## src/rtl/hv_reg_bank_rsp.sv

```systemverilog
// hv_reg_bank_rsp: request/ack register bank with CRC-8 protected responses.
// Twelve config registers (0x00..0x0B), three read-only status bytes
// (0x0C..0x0E) and a rejected-write counter ERR_CNT (0x0F).
// Optional feature macro: HV_REG_WR_CRC_CHK_EN. When it is defined, a write
// is accepted only if its CRC matches. When it is undefined, wcrc is ignored,
// every write is accepted, and ERR_CNT reads as zero.
module hv_reg_bank_rsp #(
    parameter int REG_AW    = 7,
    parameter int REG_DW    = 8,
    parameter int REG_CRC_W = 8
) (
    input  logic                   i_clk,
    input  logic                   i_rst_n,
    input  logic                   i_rac_reg_ren,
    input  logic                   i_rac_reg_wen,
    input  logic [REG_AW-1:0]      i_rac_reg_addr,
    input  logic [REG_DW-1:0]      i_rac_reg_wdata,
    input  logic [REG_CRC_W-1:0]   i_rac_reg_wcrc,
    input  logic [3*REG_DW-1:0]    i_sts_data,
    output logic                   o_reg_rac_wack,
    output logic                   o_reg_rac_rack,
    output logic [REG_DW-1:0]      o_reg_rac_rdata,
    output logic [REG_CRC_W-1:0]   o_reg_rac_rcrc,
    output logic [12*REG_DW-1:0]   o_cfg_regs,
    output logic                   o_crc_err
);

    typedef enum logic [1:0] {S_IDLE, S_EXEC, S_ACK, S_WAIT_REL} state_t;

    localparam logic [REG_AW-1:0]    A_ERR    = REG_AW'(15);
    localparam logic [REG_CRC_W-1:0] CRC_POLY = REG_CRC_W'(8'h07);

    // Bit-serial CRC-8, MSB first, init 0, no reflection, no final XOR.
    function automatic logic [REG_CRC_W-1:0] crc_calc(input logic [REG_AW+REG_DW-1:0] d);
        logic [REG_CRC_W-1:0] c;
        logic                 fb;
        c = '0;
        for (int i = REG_AW+REG_DW-1; i >= 0; i--) begin
            fb = c[REG_CRC_W-1] ^ d[i];
            c  = {c[REG_CRC_W-2:0], 1'b0};
            if (fb) c = c ^ CRC_POLY;
        end
        return c;
    endfunction

    state_t                  state, state_nxt;
    logic                    accept, exec_st, ack_st;
    logic                    cap_wr;
    logic [REG_AW-1:0]       cap_addr;
    logic [REG_DW-1:0]       cap_wdata;
    logic [11:0][REG_DW-1:0] cfg_q;
    logic [2:0][REG_DW-1:0]  sts;
    logic [REG_DW-1:0]       rd_mux, crc_dat;
    logic [REG_CRC_W-1:0]    crc_val;
    logic [7:0]              err_cnt;
    logic                    wr_ok;

    assign sts        = i_sts_data;
    assign o_cfg_regs = cfg_q;

    // State register.
    always_ff @(posedge i_clk or negedge i_rst_n) begin
        if (!i_rst_n) state <= S_IDLE;
        else          state <= state_nxt;
    end

    // Next-state: one transaction per request; WAIT_REL blocks until both requests drop.
    always_comb begin
        state_nxt = state;
        case (state)
            S_IDLE:     if (i_rac_reg_ren || i_rac_reg_wen) state_nxt = S_EXEC;
            S_EXEC:     state_nxt = S_ACK;
            S_ACK:      state_nxt = S_WAIT_REL;
            S_WAIT_REL: if (!i_rac_reg_ren && !i_rac_reg_wen) state_nxt = S_IDLE;
            default:    state_nxt = S_IDLE;
        endcase
    end

    // State decode used by the datapath.
    always_comb begin
        accept  = (state == S_IDLE) && (i_rac_reg_ren || i_rac_reg_wen);
        exec_st = (state == S_EXEC);
        ack_st  = (state == S_ACK);
    end

    // Read source select from the captured address; unmapped addresses read zero.
    always_comb begin
        rd_mux = '0;
        for (int k = 0; k < 12; k++)
            if (cap_addr == REG_AW'(k)) rd_mux = cfg_q[k];
        for (int k = 0; k < 3; k++)
            if (cap_addr == REG_AW'(12 + k)) rd_mux = sts[k];
        if (cap_addr == A_ERR) rd_mux = REG_DW'(err_cnt);
    end

    // One CRC engine: over the write data for writes, over the read data for reads.
    always_comb begin
        crc_dat = cap_wr ? cap_wdata : rd_mux;
        crc_val = crc_calc({cap_addr, crc_dat});
    end

    // Capture the request; a write wins when both requests are high.
    always_ff @(posedge i_clk or negedge i_rst_n) begin
        if (!i_rst_n) begin
            cap_wr    <= 1'b0;
            cap_addr  <= '0;
            cap_wdata <= '0;
        end else if (accept) begin
            cap_wr    <= i_rac_reg_wen;
            cap_addr  <= i_rac_reg_addr;
            cap_wdata <= i_rac_reg_wdata;
        end
    end

    // Execute: register write, or registered read data + CRC held until the next read.
    always_ff @(posedge i_clk or negedge i_rst_n) begin
        if (!i_rst_n) begin
            cfg_q           <= '0;
            o_reg_rac_rdata <= '0;
            o_reg_rac_rcrc  <= '0;
        end else if (exec_st) begin
            if (cap_wr) begin
                for (int k = 0; k < 12; k++)
                    if (wr_ok && cap_addr == REG_AW'(k)) cfg_q[k] <= cap_wdata;
            end else begin
                o_reg_rac_rdata <= rd_mux;
                o_reg_rac_rcrc  <= crc_val;
            end
        end
    end

    // Acks are registered out of ACK so they land two edges after the request is sampled.
    always_ff @(posedge i_clk or negedge i_rst_n) begin
        if (!i_rst_n) begin
            o_reg_rac_wack <= 1'b0;
            o_reg_rac_rack <= 1'b0;
        end else begin
            o_reg_rac_wack <= ack_st && cap_wr;
            o_reg_rac_rack <= ack_st && !cap_wr;
        end
    end

`ifdef HV_REG_WR_CRC_CHK_EN
    logic [REG_CRC_W-1:0] cap_wcrc;

    assign wr_ok = (cap_wcrc == crc_val);

    // Write CRC captured alongside the other request fields.
    always_ff @(posedge i_clk or negedge i_rst_n) begin
        if (!i_rst_n)    cap_wcrc <= '0;
        else if (accept) cap_wcrc <= i_rac_reg_wcrc;
    end

    // ERR_CNT: saturating count of rejected writes; a read of 0x0F clears it.
    always_ff @(posedge i_clk or negedge i_rst_n) begin
        if (!i_rst_n) err_cnt <= 8'h00;
        else if (exec_st) begin
            if (cap_wr && !wr_ok && err_cnt != 8'hFF) err_cnt <= err_cnt + 8'h01;
            else if (!cap_wr && cap_addr == A_ERR)    err_cnt <= 8'h00;
        end
    end

    // CRC error pulse aligned with the write ack; fields are still stable in ACK.
    always_ff @(posedge i_clk or negedge i_rst_n) begin
        if (!i_rst_n) o_crc_err <= 1'b0;
        else          o_crc_err <= ack_st && cap_wr && !wr_ok;
    end
`else
    logic unused_wcrc;

    assign unused_wcrc = ^i_rac_reg_wcrc;
    assign wr_ok       = 1'b1;
    assign err_cnt     = 8'h00;
    assign o_crc_err   = 1'b0;
`endif

endmodule

```

## config.mk

```make
export PLATFORM = sky130hd
export DESIGN_NAME = hv_reg_bank_rsp
export DESIGN_NICKNAME = d
export VERILOG_FILES = /design/src/rtl/hv_reg_bank_rsp.sv
export SDC_FILE = /design/constraint.sdc
export NUM_CORES = 1
export LEC_CHECK = 0
export CAP_MARGIN = 20
export CORE_MARGIN = 2
export CORE_UTILIZATION = 55
export DETAILED_ROUTE_END_ITERATION = 12
export GPL_TIMING_DRIVEN = 0
export HOLD_SLACK_MARGIN = 0.08
export PLACE_DENSITY_LB_ADDON = 0.1
export SKIP_CTS_REPAIR_TIMING = 1
export SYNTH_ARGS = -nofsm -noshare
export SYNTH_HDL_FRONTEND = slang
export SYNTH_SLANG_ARGS = --single-unit
export TNS_END_PERCENT = 1
```

## constraint.sdc

```tcl
create_clock -name i_clk -period 4.1 [get_ports i_clk]
set_input_delay 1.025 -clock i_clk [delete_from_list [all_inputs] [get_ports i_clk]]
set_output_delay 1.025 -clock i_clk [all_outputs]
set_load 0.01 [all_outputs]
```

### Metal layers overlaid, run 1

Drawn at 2 px/um.
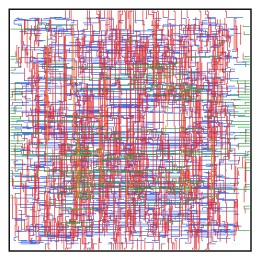
Key: red = metal 2 [wire length 12000 um]; orange = metal 4 [wire length 603 um]; blue = metal 1 [wire length 10600 um]; green = metal 3 [wire length 1950 um]
GRT Overall Usage: 0.358
DR vias: 6207
WL per Instance: 25.1 um
DRT Wirelength: 25.1 mm

### Where the registers sit, run 1

Drawn at 2 px/um.
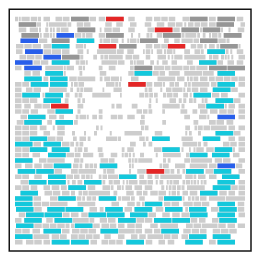
Key: red = cap_addr [flops 7]; cyan = o_cfg_regs [flops 96, where spread over the die]; blue = cap_wdata [flops 8]
Seq/total area: 0.334
Sequential Power: 2150 uW

### Congestion heat map, run 1

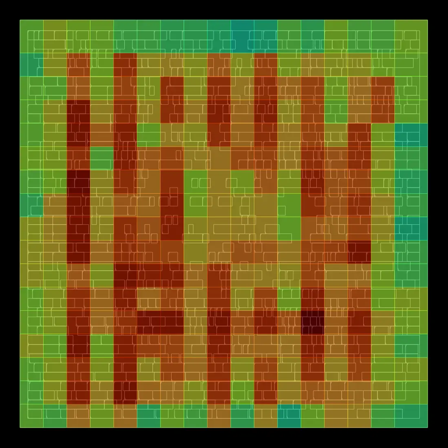
grt met3 use: 0.0803
grt met2 use: 0.568
Most Crowded Layer GR: met2

### Met3 routing, run 1

Drawn at 2 px/um. Cells faint in the background.
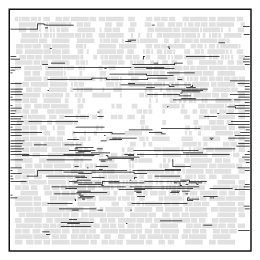
The wires run mostly horizontal. The layer holds 7.8% of the routed length. The layer carries 1950 um of wire. The longest straight run is 67.2 um.

==> results.json, run 1 <==
{
  "tightest_slew_ns": 1.17,
  "finish.utilization": 0.751,
  "overflow": 0,
  "critPathKind": "reg2reg",
  "crit_end": "o_reg_rac_rcrc[7]",
  "finalCriticalPeriod_ns": 3.53,
  "clock_cell_area_share": 0.0662,
  "synth_top_cell_by_count": "dfrtp_1",
  "cp.arrival_ns": 3.82,
  "status": "finished clean",
  "ys_types": 80,
  "cts_tree": "built",
  "finalCritPeriodShare": 0.860,
  "ant_nets": 0,
  "seq_area_sq_um": 3300,
  "area_growth_pct": 33.6,
  "ir_drop_mv": 0.526,
  "clock_latency_ns": 0.43,
  "clk_pin_slew_ns": 0.06,
  "end_kind": "flip-flop",
  "numClockSinks": 132,
  "largest_register_ffs": 96,
  "drive_gt1_frac": 0.259,
  "critPathMaxStageDelay_ns": 0.48,
  "crit_family": "AND-OR/OR-AND gates",
  "setup_viol": 0,
  "dr.pass1.iters": 5,
  "port_buffers": 156,
  "drv_cap": 0,
  "ys_cells": 634,
  "antenna_found_initial": 0,
  "stdcell_count": 1002,
  "final_nets": 873
}
## run 1: cells by family after synthesis
logic type / Yosys count / synth area share
AND-OR/OR-AND: 115 / 0.118
multiplexers: 136 / 0.217
flip-flops: 132 / 0.445
AND/OR/NAND/NOR: 155 / 0.119
adder cells (fa/ha/maj): 9 / 0.0152
XOR/XNOR: 32 / 0.0439
other: 1 / 0.000506
buffers and inverters: 54 / 0.0415
## run 1: through the flow
step | setup slack [ns] | total power (uW)
final | 0.575 | 8460
after global routing | 0.441 | 8860
after CTS | 0.721 | 8410
after detailed placement | 0.549 | 6660
after global placement | -2.78 | 6500
after floorplan | 1.27 | 5000
## run 1: power by group
group,internal (uW),total (uW),switching (uW)
clock,1080,1690,609
sequential,1720,2150,423
combinational,2150,4630,2470
--- run 2 (diff from run 1) ---
TNS_END_PERCENT = default   (was 1)
==> run 2 against run 1 <==
  * Clock skew stayed put
  * Global-route usage stayed put
  * Maximum frequency stayed put
  * Die size stayed put
  * Sequential power hardly changed
  * Worst hold slack stayed put
  * Non-clock buffer count stayed put
  * Register-to-register slack hardly changed
==> results.json, run 2 <==
{
  "cts_tree": "built",
  "area_growth_pct": 33.6,
  "synth_top_cell_by_count": "dfrtp_1",
  "pg_comb_uw": 4630,
  "clkPwrFrac": 0.199,
  "port_buffers": 156,
  "ys_cells": 634,
  "finalCriticalPeriod_ns": 3.53,
  "clk_pin_slew_ns": 0.06,
  "power.total_uw": 8460,
  "ir_drop_mv": 0.526,
  "dr.pass1.iters": 5,
  "largestPowerGroup": "combinational cells",
  "vias": 6207,
  "p_sw_uw": 3510,
  "antenna_found_initial": 0,
  "crit_end": "o_reg_rac_rcrc[7]",
  "p_int_uw": 4960,
  "drive_gt1_frac": 0.259,
  "tightest_slew_ns": 1.17,
  "power_clock_uw": 1690,
  "wl_per_cell_um": 25.1,
  "cp.arrival_ns": 3.82,
  "clock_latency_ns": 0.43,
  "stdcell_count": 1002,
  "seq_share": 0.334,
  "seq_power_share": 0.254,
  "critPathMaxStageDelay_ns": 0.48,
  "wl_mm": 25.1,
  "setup_viol": 0,
  "finalCritPeriodShare": 0.860,
  "numClockSinks": 132,
  "fin_ws_ns": 0.575,
  "status": "finished clean",
  "end_kind": "flip-flop",
  "p_seq_uw": 2150
}
run 2: layer usage:
layer	global-route usage	vias up	part of all wire	routed length, um
li1	-	2657	-	-
met1	0.481	3140	0.42	10600
met2	0.568	358	0.48	12000
met3	0.0803	52	0.078	1950
met4	0.133	0	0.024	602
met5	0	-	0	0
run 2: cells by family (layout without fill, tap and decap cells):
logic type               after synthesis  in the layout  share of synthesized area
other                                  1              1                   0.000506
multiplexers                         136            136                      0.217
adder cells (fa/ha/maj)                9              9                     0.0152
XOR/XNOR                              32             32                     0.0439
buffers and inverters                 54            246                     0.0415
AND/OR/NAND/NOR                      155            155                      0.119
AND-OR/OR-AND                        115            115                      0.118
flip-flops                           132            132                      0.445
### Metal layers overlaid, run 2

Drawn at 2 px/um.
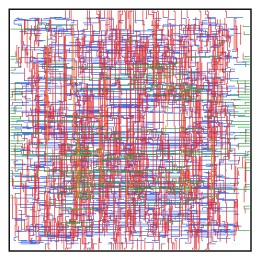
Key: green = metal 3 [wire length 1950 um]; red = metal 2 [wire length 12000 um]; orange = metal 4 [wire length 603 um]; blue = metal 1 [wire length 10600 um]

### Where the registers sit, run 2

Drawn at 2 px/um.
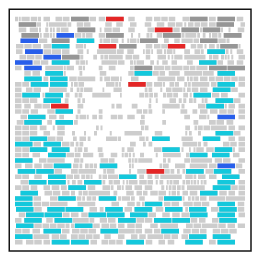
Layout Utilization: 0.751
register area: 3300 sq um

Power and IR drop assume default switching activity.
